`src/rtl/bcd_scan_counter.sv`:
```
// bcd_scan_counter: 4-digit BCD event counter with time-multiplexed digit scanner; LEADING_ZERO_BLANK_EN builds leading-zero blanking.
// Latency: count 1 cycle after inc/clr, display 1 cycle behind count; no backpressure, every inc is accepted.
module bcd_scan_counter #(
  parameter int SCAN_DIV = 50000
) (
  input  logic        clk,
  input  logic        rst_n,
  input  logic        inc,
  input  logic        clr,
  output logic [3:0]  bcd_out,
  output logic        leading_zero,
  output logic [3:0]  digit_sel,
  output logic [15:0] count_bcd,
  output logic        overflow
);

  localparam int            PW      = $clog2(SCAN_DIV);
  localparam logic [PW-1:0] PS_LAST = PW'(SCAN_DIV - 1);

  logic [3:0]    d [4];
  logic [4:0]    carry;
  logic [PW-1:0] presc;
  logic [1:0]    idx;
  logic          slot_end;

  // carry[k] is the increment arriving at digit k; carry[4] marks the 9999 wrap
  always_comb begin
    carry[0] = inc;
    for (int k = 0; k < 4; k++) begin
      carry[k+1] = carry[k] && (d[k] == 4'd9);
    end
  end

  always_ff @(posedge clk or negedge rst_n) begin
    if (!rst_n) begin
      for (int k = 0; k < 4; k++) d[k] <= 4'd0;
      overflow <= 1'b0;
    end else if (clr) begin
      for (int k = 0; k < 4; k++) d[k] <= 4'd0;
      overflow <= 1'b0;
    end else begin
      for (int k = 0; k < 4; k++) begin
        if (carry[k]) d[k] <= (d[k] == 4'd9) ? 4'd0 : d[k] + 4'd1;
      end
      overflow <= carry[4];
    end
  end

  assign count_bcd = {d[3], d[2], d[1], d[0]};

  assign slot_end = (presc == PS_LAST);

  always_ff @(posedge clk or negedge rst_n) begin
    if (!rst_n) begin
      presc <= '0;
      idx   <= 2'd0;
    end else begin
      presc <= slot_end ? '0 : presc + 1'b1;
      if (slot_end) idx <= idx + 2'd1;
    end
  end

`ifdef LEADING_ZERO_BLANK_EN
  logic [3:0] lz_vec;

  // digit k is blank-eligible only when it and every more significant digit is zero
  always_comb begin
    lz_vec[0] = 1'b0;
    lz_vec[3] = (d[3] == 4'd0);
    lz_vec[2] = lz_vec[3] && (d[2] == 4'd0);
    lz_vec[1] = lz_vec[2] && (d[1] == 4'd0);
  end
`endif

  always_ff @(posedge clk or negedge rst_n) begin
    if (!rst_n) begin
      digit_sel    <= 4'b1110;
      bcd_out      <= 4'd0;
      leading_zero <= 1'b0;
    end else begin
      digit_sel <= ~(4'b0001 << idx);
      bcd_out   <= d[idx];
`ifdef LEADING_ZERO_BLANK_EN
      leading_zero <= lz_vec[idx];
`else
      leading_zero <= 1'b0;
`endif
    end
  end

endmodule

```
`config.mk`:
```
export PLATFORM = sky130hd
export DESIGN_NAME = bcd_scan_counter
export DESIGN_NICKNAME = d
export VERILOG_FILES = /design/src/rtl/bcd_scan_counter.sv
export SDC_FILE = /design/constraint.sdc
export NUM_CORES = 1
export LEC_CHECK = 0
export CORE_ASPECT_RATIO = 1.75
export CORE_UTILIZATION = 30
export CTS_BUF_LIST = sky130_fd_sc_hd__clkbuf_8
export CTS_CLUSTER_DIAMETER = 120
export DETAILED_ROUTE_END_ITERATION = 6
export PLACE_DENSITY = 0.54
export REMOVE_ABC_BUFFERS = 1
export SLEW_MARGIN = 20
export SYNTH_ARGS = -nofsm -noshare
export SYNTH_HDL_FRONTEND = slang
export SYNTH_SLANG_ARGS = --single-unit
```
`constraint.sdc`:
```
create_clock -name clk -period 1.5 [get_ports clk]
set_input_delay 0.375 -clock clk [delete_from_list [all_inputs] [get_ports clk]]
set_output_delay 0.375 -clock clk [all_outputs]
set_load 0.005 [all_outputs]
```
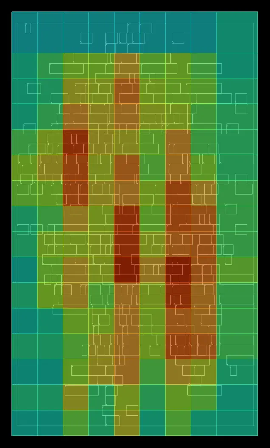
Fig. 1. Congestion heat map (run 1).
gr usage total: 15.8%
GR Layer Usage met2: 30.6%
fin util: 44.7%
met1 Track Usage GR: 16.2%
Routed wire per std cell: 14.5 µm

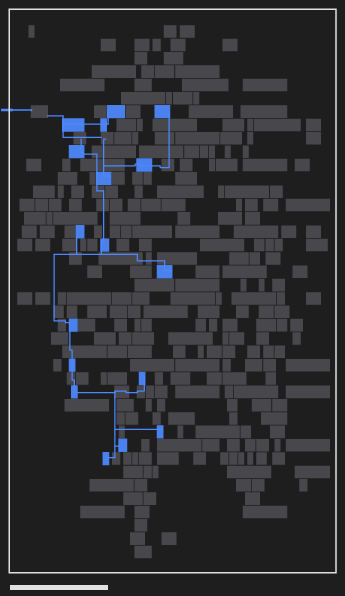
Fig. 2. Port wiring (run 1).
Scale bar: 20 µm.
Key: `clr` = blue [direction input, edge left, end cells 17, buffers 3, wire 204 µm]
# port buffers: 28
Top Ports: 30

==> out/metrics.cfg, run 1 <==
[run_status]
outcome=finished, violations left
violations=negative setup slack

[synthesis]
synth-adder-area-share_pct=7.49
edf_count=0
netlist_area_um2=2170
synth-xor-area-share_pct=4.44
mux_share_pct=5.30
synthCells=202
synth.distinct_cells=37
synthAoiAreaFrac_pct=6.22
ys_seq_share_pct=49.7
ys_top_logic_family=simple AND/OR/NAND/NOR gates

[final_timing]
max_freq_mhz=588
worst_slack_ns=-0.202
finClkSkew_ns=0.00817
setup_viol=9
fin_crit_ns=1.70

[route]
wl_met2_um=3010
top_layer=met4
route.vias.total=1845
wl_um=5340
drc=0

[floorplan]
std_cell_rows=40
core_um2=6960

[run]
maxCapViolations=0

[critical_path]
worstPathRequired_ns=1.73
cp-end-kind=register
worstSetupPathType=reg -> reg

[pwr]
power_frac_comb_pct=5.3
ir_worst_vdd_uv=320
seqPwrFrac_pct=58.6
power_density_nw_per_um2=642
maxPowerGroup=sequential cells

[cells_and_area]
mostFrequentLayoutCell=buf_4
num_antenna_cells=0
layout-drive-gt1-share_pct=34.4
lay_top_cells=buf_4, dfrtp_1, dlygate4sd2_1

[clock_tree]
cts_root_buffer=clkbuf_8
cts_buffers=5
clk_latency_ns=0.30
cts.sinks=43

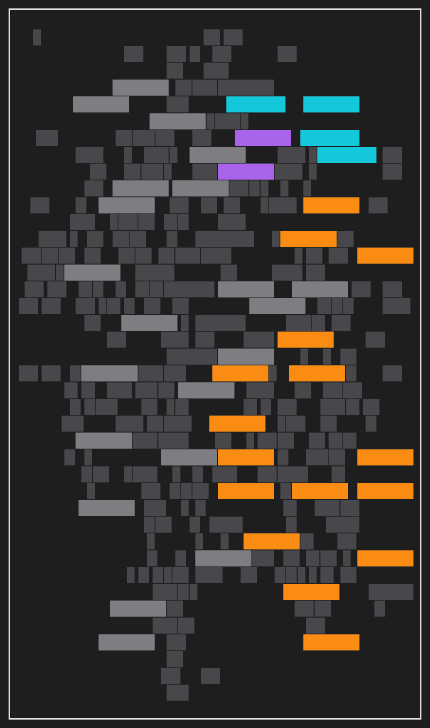
Fig. 3. Where the registers sit (run 1).
Other sequential cells in the stronger gray, the rest of the logic in the fainter gray.
Key: `idx` = purple [flops 2]; `presc` = orange [flops 16]; `digit_sel` = cyan [flops 4, where upper right]
FF+latch area: 1080 µm²
Seq/total area: 34.7%
sequential power: 1.17 mW

## run 1: critical path: stages (launching register included)
cell	delay, ns
dfrtp_1	0.38
inv_1	0.06
ha_2	0.17
and4b_2	0.30
nand3_4	0.12
or4_4	0.49
a21oi_2	0.12
## run 1: layout make-up
type	instances	area share [%]
flip-flops and latches	43	34.7
well taps	84	3.38
clock inverters	3	0.402
multi-input cells	140	35.3
clock buffers	5	2.21
inverters	12	1.45
repair buffers	82	22.5
## run 1: cell usage after synthesis (3+ instances only)
| cell type | count |
|---|---|
| a21oi_1 | 16 |
| and3b_1 | 3 |
| and3b_2 | 3 |
| and4_1 | 5 |
| dfrtp_1 | 40 |
| dfstp_2 | 3 |
| ha_1 | 13 |
| inv_1 | 12 |
| mux4_2 | 3 |
| nand2_1 | 13 |
| nand3_1 | 9 |
| nand4_1 | 5 |
| nor2_1 | 13 |
| nor2b_1 | 4 |
| nor3_1 | 6 |
| o21ai_0 | 11 |
| or3_1 | 8 |
| xnor2_1 | 7 |
| xor2_1 | 4 |
## run 1: final timing paths
| path | from | end | slack [ns] | depth (start not counted) |
|---|---|---|---|---|
| worst max-delay path | count_bcd[1] | count_bcd[14] | -0.20 | 6 |
| worst min-delay path | rst_n | presc[5] | 0.03 | 2 |
| worst max register to register | count_bcd[1] | count_bcd[14] | -0.20 | 6 |
| worst min register to register | presc[0] | presc[0] | 0.49 | 1 |
| max in group asynchronous | rst_n | digit_sel[2] | 1.18 | 2 |
| min in group clk | presc[0] | presc[0] | 0.49 | 1 |
## run 1: what timing repair did
item,4_1_cts,5_1_grt
setup buffers,15,1
resized,36,28
pin swaps,5,5
setup endpoints to repair,34,23
hold buffers,0,0
## run 1: state kept, by name (all words and copies together) (netlist names)
signal and flops:
presc 16, idx 2, overflow 1, digit_sel 4
bcd_out 4, count_bcd 16
--- run 2 (diff from run 1) ---
--- a/config.mk
+++ b/config.mk
@@ -12,6 +12,7 @@
 export DETAILED_ROUTE_END_ITERATION = 6
 export PLACE_DENSITY = 0.54
 export REMOVE_ABC_BUFFERS = 1
+export SETUP_SLACK_MARGIN = 0.2
 export SLEW_MARGIN = 20
 export SYNTH_ARGS = -nofsm -noshare
 export SYNTH_HDL_FRONTEND = slang
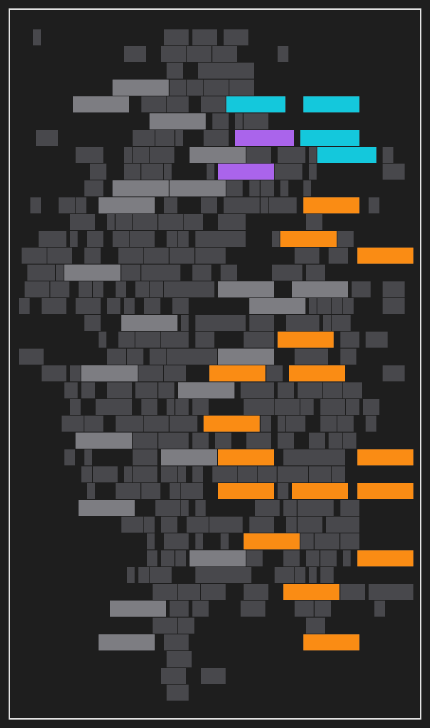
Fig. 4. Where the registers sit (run 2).
Other sequential cells in the stronger gray, the rest of the logic in the fainter gray.
Key: `idx` = purple [flops 2]; `presc` = orange [flops 16]; `digit_sel` = cyan [flops 4, where upper right]
Another 21 sequential cells are not colored.
FF+latch area: 1080 µm²
Seq/total area: 30.4%
fin util: 51.1%

==> run 2 against run 1 <==
  * The run still ends with negative setup slack left
  * Critical path depth stayed put
  * Fmax is 0.83% higher
  * Power is 1.5% higher
  * Largest cell class unchanged
==> out/metrics.cfg, run 2 <==
[clock_tree]
cts_buffers=5  ; unchanged
postCtsHoldBufs=0  ; unchanged
clk_latency_ns=0.30  ; about the same
cts.sinks=43  ; unchanged
cts_root_buffer=clkbuf_8  ; unchanged

[synthesis]
synth.distinct_cells=37  ; unchanged
edf_count=0  ; unchanged
avgSynthCellArea_um2=10.8  ; unchanged
yosysTopAreaCell=dfrtp_1  ; unchanged
synth-xor-area-share_pct=4.44  ; unchanged
mux_share_pct=5.30  ; unchanged
ys_seq_share_pct=49.7  ; unchanged
ys_top_logic_family=simple AND/OR/NAND/NOR gates  ; unchanged
synth_top_cell_by_count=dfrtp_1  ; unchanged
synthTopCellsByCount=dfrtp_1, a21oi_1, ha_1, nand2_1, nor2_1  ; unchanged
synth-adder-area-share_pct=7.49  ; unchanged
netlist_area_um2=2170  ; unchanged

[run_status]
violations=negative setup slack  ; unchanged
outcome=finished, violations left  ; unchanged

[cells_and_area]
layout-drive-gt1-share_pct=52.4  ; was 34.4%
num_antenna_cells=0  ; unchanged
lay_top_cells=buf_6, buf_4, dfrtp_1  ; was buf_4, dfrtp_1, dlygate4sd2_1
mostFrequentLayoutCell=buf_6  ; was buf_4

[global_route]
gr-usage-met1_pct=17.6  ; was 16.2%
gr-usage-all-layers_pct=17.2  ; was 15.8%

[pwr]
sequentialPower_mw=1.17  ; about the same
power_density_nw_per_um2=570  ; was 642 nW/µm²
maxPowerGroup=sequential cells  ; unchanged
ir_worst_vdd_uv=323  ; was 320 µV
power_frac_comb_pct=6.9  ; was 5.3%
seqPwrFrac_pct=57.7  ; was 58.6%

[final_timing]
fin_crit_ns=1.69  ; was 1.70 ns
setup_viol=12  ; was 9
worst_slack_ns=-0.188  ; was -0.202 ns
max_freq_mhz=592  ; was 588 MHz

[route]
wl_um=5900  ; was 5340 µm
wl_per_cell_um=15.0  ; was 14.5 µm
drc=0  ; unchanged
wl_met2_um=3430  ; was 3010 µm
postRouteAntennaNets=0  ; unchanged
route.vias.total=1952  ; was 1845
top_layer=met4  ; unchanged

[run]
maxCapViolations=0  ; unchanged

[place]
port_buffers=28  ; unchanged

[floorplan]
std_cell_rows=40  ; unchanged
num_io_pins=30  ; unchanged

[critical_path]
worstSetupPathType=reg -> reg  ; unchanged
worstPathRequired_ns=1.74  ; was 1.73 ns
cp-end-kind=register  ; unchanged

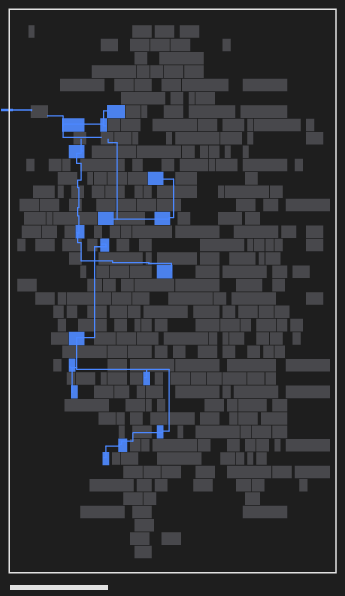
Fig. 5. Port wiring (run 2).
Scale bar: 20 µm.
Key: `clr` = blue [direction input, edge left, end cells 17, buffers 3, wire 216 µm]

-- run 2: cell counts after synthesis --
Identical to the previous run, type by type.
-- run 2: stage by stage --
step | total power [mW] | util (%) | instance area [µm²] | setup WS, ns | hold WS [ns]
after global placement | 1.30 | 40.4 | 2810 | -0.471 | 0.373
after floorplan | 1.22 | - | 2130 | -0.189 | 0.0794
after CTS | 2.03 | 48.3 | 3360 | -0.188 | 0.0479
after detailed placement | 1.30 | 40.4 | 2810 | -0.482 | 0.372
after global routing | 2.11 | 51.1 | 3560 | -0.279 | 0.0528
final | 2.03 | 51.1 | 3560 | -0.188 | 0.0271
-- run 2: area by class of cell --
class / instances / share of cell area, %
clock buffer: 5 / 1.93
clock inverter: 3 / 0.352
tap: 84 / 2.95
multi-input combinational: 140 / 34.4
inverter: 12 / 1.27
timing repair buffer: 106 / 28.7
sequential: 43 / 30.4
-- run 2: worst paths after layout --
check,from,endpoint,slack (ns),cells past startpoint
setup / recovery,count_bcd[1],count_bcd[14],-0.19,6
hold / removal,rst_n,presc[5],0.03,2
setup reg to reg,count_bcd[1],count_bcd[14],-0.19,6
hold reg to reg,presc[15],presc[15],0.50,1
max in group asynchronous,rst_n,digit_sel[2],1.17,2
min in group clk,presc[15],presc[15],0.50,1
-- run 2: critical path, cell delays in order, from the launching register on --
cell,delay (ns)
dfrtp_1,0.38
inv_1,0.06
ha_2,0.17
and4b_2,0.30
nand3_4,0.11
or4_4,0.49
a21oi_2,0.12
-- run 2: repair_timing --
| action | 4_1_cts | 5_1_grt |
|---|---|---|
| endpoints found under the setup margin | 53 | 56 |
| setup buffers | 34 | 5 |
| pin swaps | 20 | 15 |
| gates resized | 154 | 48 |
| gates cloned | 1 | 0 |
Power is estimated from default activity; no workload was simulated.
